--- src/rtl/alu_seq.sv ---
// Sequential ALU: one op per valid/ready handshake, iterative shifts (1 bit/cycle) and shift-add multiply.
// Result and Z/C/N/V flags are registered and held in DONE until out_ready; c also feeds ADC as carry-in.
module alu_seq #(
  parameter int WIDTH = 8,
  parameter int SHW   = $clog2(WIDTH)
) (
  input  logic             clk,
  input  logic             rst,
  input  logic             in_valid,
  output logic             in_ready,
  input  logic [3:0]       op,
  input  logic [WIDTH-1:0] a,
  input  logic [WIDTH-1:0] b,
  output logic             out_valid,
  input  logic             out_ready,
  output logic [WIDTH-1:0] f,
  output logic             z,
  output logic             c,
  output logic             n,
  output logic             v
);
  localparam int CW = $clog2(WIDTH + 1);

  localparam logic [3:0] OP_CLR = 4'd0;
  localparam logic [3:0] OP_ADD = 4'd1;
  localparam logic [3:0] OP_SUB = 4'd2;
  localparam logic [3:0] OP_OR  = 4'd3;
  localparam logic [3:0] OP_AND = 4'd4;
  localparam logic [3:0] OP_XOR = 4'd5;
  localparam logic [3:0] OP_ADC = 4'd6;
  localparam logic [3:0] OP_NOT = 4'd7;
  localparam logic [3:0] OP_SHL = 4'd8;
  localparam logic [3:0] OP_SHR = 4'd9;
  localparam logic [3:0] OP_SAR = 4'd10;
  localparam logic [3:0] OP_MUL = 4'd11;

  typedef enum logic [1:0] {IDLE, BUSY, DONE} state_t;

  state_t               state_q, state_d;
  logic [3:0]           op_q, op_d;
  logic [WIDTH-1:0]     work_q, work_d;   // shift operand, or remaining multiplier bits
  logic [2*WIDTH-1:0]   acc_q, acc_d;
  logic [2*WIDTH-1:0]   mcand_q, mcand_d;
  logic [CW-1:0]        cnt_q, cnt_d;
  logic [WIDTH-1:0]     f_q, f_d;
  logic                 c_q, c_d, v_q, v_d, z_q, z_d, n_q, n_d;

  logic [SHW-1:0]       k;
  logic                 is_shift;
  logic [WIDTH:0]       sum_w;
  logic [WIDTH-1:0]     res_f;
  logic                 res_c, res_v;
  logic [WIDTH-1:0]     sh_w;
  logic                 sh_c;
  logic [2*WIDTH-1:0]   mac;

  assign k        = b[SHW-1:0];
  assign is_shift = (op == OP_SHL) || (op == OP_SHR) || (op == OP_SAR);

  // Single-cycle results straight from the request inputs; a zero-distance shift is a plain copy.
  always_comb begin
    sum_w = '0;
    res_f = '0;
    res_c = 1'b0;
    res_v = 1'b0;
    case (op)
      OP_CLR: res_f = '0;
      OP_ADD, OP_ADC: begin
        sum_w = {1'b0, a} + {1'b0, b} + {{WIDTH{1'b0}}, (op == OP_ADC) && c_q};
        res_f = sum_w[WIDTH-1:0];
        res_c = sum_w[WIDTH];
        res_v = (a[WIDTH-1] == b[WIDTH-1]) && (res_f[WIDTH-1] != a[WIDTH-1]);
      end
      OP_SUB: begin
        sum_w = {1'b0, a} - {1'b0, b};
        res_f = sum_w[WIDTH-1:0];
        res_c = ~sum_w[WIDTH];
        res_v = (a[WIDTH-1] != b[WIDTH-1]) && (res_f[WIDTH-1] != a[WIDTH-1]);
      end
      OP_OR:  res_f = a | b;
      OP_AND: res_f = a & b;
      OP_XOR: res_f = a ^ b;
      OP_NOT: res_f = ~a;
      OP_SHL, OP_SHR, OP_SAR: res_f = a;
      OP_MUL: res_f = '0;
      default: res_f = '1;
    endcase
  end

  always_comb begin
    sh_w = work_q;
    sh_c = 1'b0;
    case (op_q)
      OP_SHL: begin
        sh_w = {work_q[WIDTH-2:0], 1'b0};
        sh_c = work_q[WIDTH-1];
      end
      OP_SHR: begin
        sh_w = {1'b0, work_q[WIDTH-1:1]};
        sh_c = work_q[0];
      end
      default: begin
        sh_w = {work_q[WIDTH-1], work_q[WIDTH-1:1]};
        sh_c = work_q[0];
      end
    endcase
    mac = acc_q + (work_q[0] ? mcand_q : '0);
  end

  always_comb begin
    state_d = state_q;
    op_d    = op_q;
    work_d  = work_q;
    acc_d   = acc_q;
    mcand_d = mcand_q;
    cnt_d   = cnt_q;
    f_d     = f_q;
    c_d     = c_q;
    v_d     = v_q;
    case (state_q)
      IDLE: begin
        if (in_valid) begin
          op_d = op;
          if (op == OP_MUL) begin
            acc_d   = '0;
            mcand_d = {{WIDTH{1'b0}}, a};
            work_d  = b;
            cnt_d   = CW'(WIDTH);
            state_d = BUSY;
          end else if (is_shift && (k != '0)) begin
            work_d  = a;
            cnt_d   = CW'(k);
            state_d = BUSY;
          end else begin
            f_d     = res_f;
            c_d     = res_c;
            v_d     = res_v;
            state_d = DONE;
          end
        end
      end
      BUSY: begin
        cnt_d = cnt_q - CW'(1);
        if (op_q == OP_MUL) begin
          acc_d   = mac;
          mcand_d = mcand_q << 1;
          work_d  = work_q >> 1;
        end else begin
          work_d = sh_w;
        end
        if (cnt_q == CW'(1)) begin
          f_d     = (op_q == OP_MUL) ? mac[WIDTH-1:0] : sh_w;
          c_d     = (op_q == OP_MUL) ? |mac[2*WIDTH-1:WIDTH] : sh_c;
          v_d     = 1'b0;
          state_d = DONE;
        end
      end
      DONE: begin
        if (out_ready) state_d = IDLE;
      end
      default: state_d = IDLE;
    endcase
    z_d = (f_d == '0);
    n_d = f_d[WIDTH-1];
  end

  always_ff @(posedge clk) begin
    if (rst) begin
      state_q <= IDLE;
      op_q    <= '0;
      work_q  <= '0;
      acc_q   <= '0;
      mcand_q <= '0;
      cnt_q   <= '0;
      f_q     <= '0;
      c_q     <= 1'b0;
      v_q     <= 1'b0;
      z_q     <= 1'b1;
      n_q     <= 1'b0;
    end else begin
      state_q <= state_d;
      op_q    <= op_d;
      work_q  <= work_d;
      acc_q   <= acc_d;
      mcand_q <= mcand_d;
      cnt_q   <= cnt_d;
      f_q     <= f_d;
      c_q     <= c_d;
      v_q     <= v_d;
      z_q     <= z_d;
      n_q     <= n_d;
    end
  end

  assign in_ready  = (state_q == IDLE);
  assign out_valid = (state_q == DONE);
  assign f = f_q;
  assign z = z_q;
  assign c = c_q;
  assign n = n_q;
  assign v = v_q;
endmodule

--- config.mk ---
export PLATFORM = sky130hd
export DESIGN_NAME = alu_seq
export DESIGN_NICKNAME = d
export VERILOG_FILES = /design/src/rtl/alu_seq.sv
export SDC_FILE = /design/constraint.sdc
export NUM_CORES = 1
export LEC_CHECK = 0
export CORE_MARGIN = 4
export CORE_UTILIZATION = 52
export CTS_CLUSTER_DIAMETER = 80
export DETAILED_ROUTE_END_ITERATION = 10
export GPL_ROUTABILITY_DRIVEN = 1
export PLACE_DENSITY_LB_ADDON = 0.2
export SYNTH_ARGS = -nofsm -noshare
export SYNTH_HDL_FRONTEND = slang
export SYNTH_SLANG_ARGS = --single-unit
--- constraint.sdc ---
create_clock -name clk -period 3.4 [get_ports clk]
set_clock_uncertainty 0.15 [all_clocks]
set_input_delay 0.34 -clock clk [delete_from_list [all_inputs] [get_ports clk]]
set_output_delay 0.34 -clock clk [all_outputs]
set_load 0.02 [all_outputs]
m1.png
Cells faint in the background.
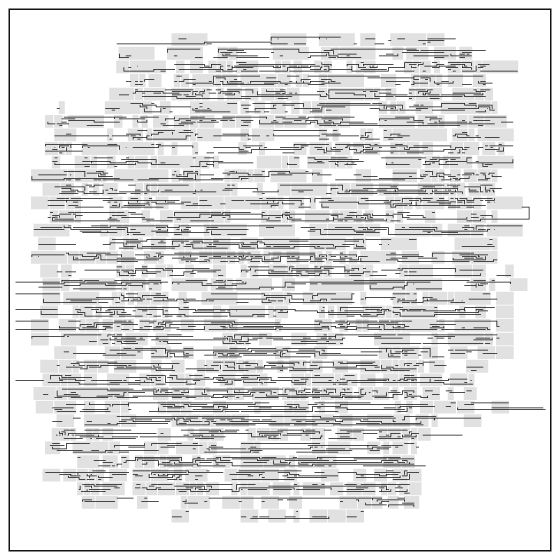
main direction	horizontal
wire length on this layer	7,250 um
nets with wire on the layer	737
DRT Wirelength: 15.8 mm
met1 usage: 39.4%
routed via count: 5,338

m2.png
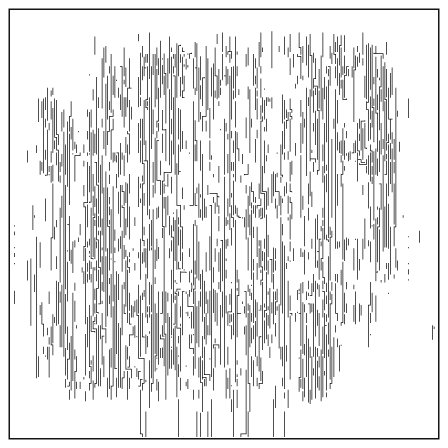
main direction	vertical
longest straight run	56.6 um
nets with wire on the layer	662
wire length on this layer	6,990 um
share of all routed wire	44%
met2 GRT Util: 43.2%

m4.png
Cells faint in the background.
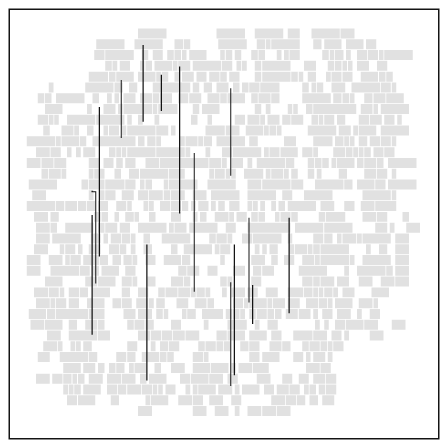
wire length on this layer	374 um
main direction	vertical

congestion_map.png
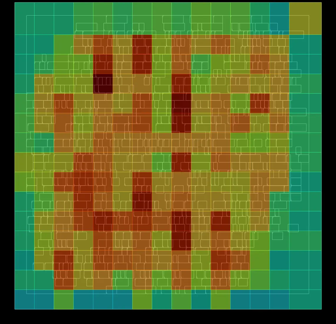
grt met3 use: 4.86%
Most Crowded Layer GR: met2
total global-route track usage: 27.8%
fin util: 63.0%
routed len/inst: 18.2 um

==> flow_metrics.env <==
# implementation run metrics
export IMPL_reg_top3="acc_q x16, mcand_q x16"
export IMPL_cts_hold_buf=0
export IMPL_power_density_nw_per_um2=344
export IMPL_min_to="mcand_q[15]$_SDFFE_PP0P_"
export IMPL_power_clock_mw=0.803
export IMPL_period_minus_slack_ps=3290
export IMPL_p_seq_mw=0.773
export IMPL_power_frac_seq_pct=36.7
export IMPL_gp_congestion=1.00
export IMPL_cts_root_buf="clkbuf_8"
export IMPL_clock_fmax_ghz=0.304
export IMPL_stdcell_count=869
export IMPL_ys_chip_area_sq_um=5190
export IMPL_drt_iter0_markers=441
export IMPL_outcome="finished, final reports clean"
export IMPL_yosys_top_cells_count="nor2_1 (75), nand2_1 (64), dfxtp_1 (61)"
export IMPL_clkPwrFrac_pct=38.2
export IMPL_ys_flops=61
export IMPL_leakagePower_nw=2.49
export IMPL_ff2ff_path_depth=11
export IMPL_fin_setup_tns_ps=0
export IMPL_worst_pin_slew_ps=861
export IMPL_grt_max_degree=44
export IMPL_syn_cell_area_sq_um=5190
export IMPL_finalMaxSlewViolations=0
export IMPL_startpoint="op[1]"
export IMPL_drt_pass1_iterations=6
export IMPL_path_clk_slew_ps=80
export IMPL_fin_hold_ws_ps=312
export IMPL_topCellsByArea="dfxtp_1 (24%), ha_1 (10%), nor2_1 (5.4%)"
kinds of logic after synthesis:
group,share of synthesized area (%)
and+or+nand+nor,24.0
AOI/OAI and AO/OA,26.7
buffers and inverters,6.29
DFF,23.5
adders and majority gates,11.7
muxes,4.48
xor gates and xnor gates,3.37
metal layers:
metal	wire length, um	vias up
met5	0	-
met4	373	0
met3	1170	31
met2	6990	221
met1	7250	2505
li1	-	2581
layout make-up:
class | instances | area [sq um] | area share (%)
clock buffer | 9 | 124 | 2.02
clock inverter | 7 | 123 | 2.00
inverter | 34 | 128 | 2.08
multi-input combinational | 543 | 3660 | 59.8
sequential | 61 | 1220 | 19.9
tap | 133 | 166 | 2.72
timing repair buffer | 82 | 703 | 11.5
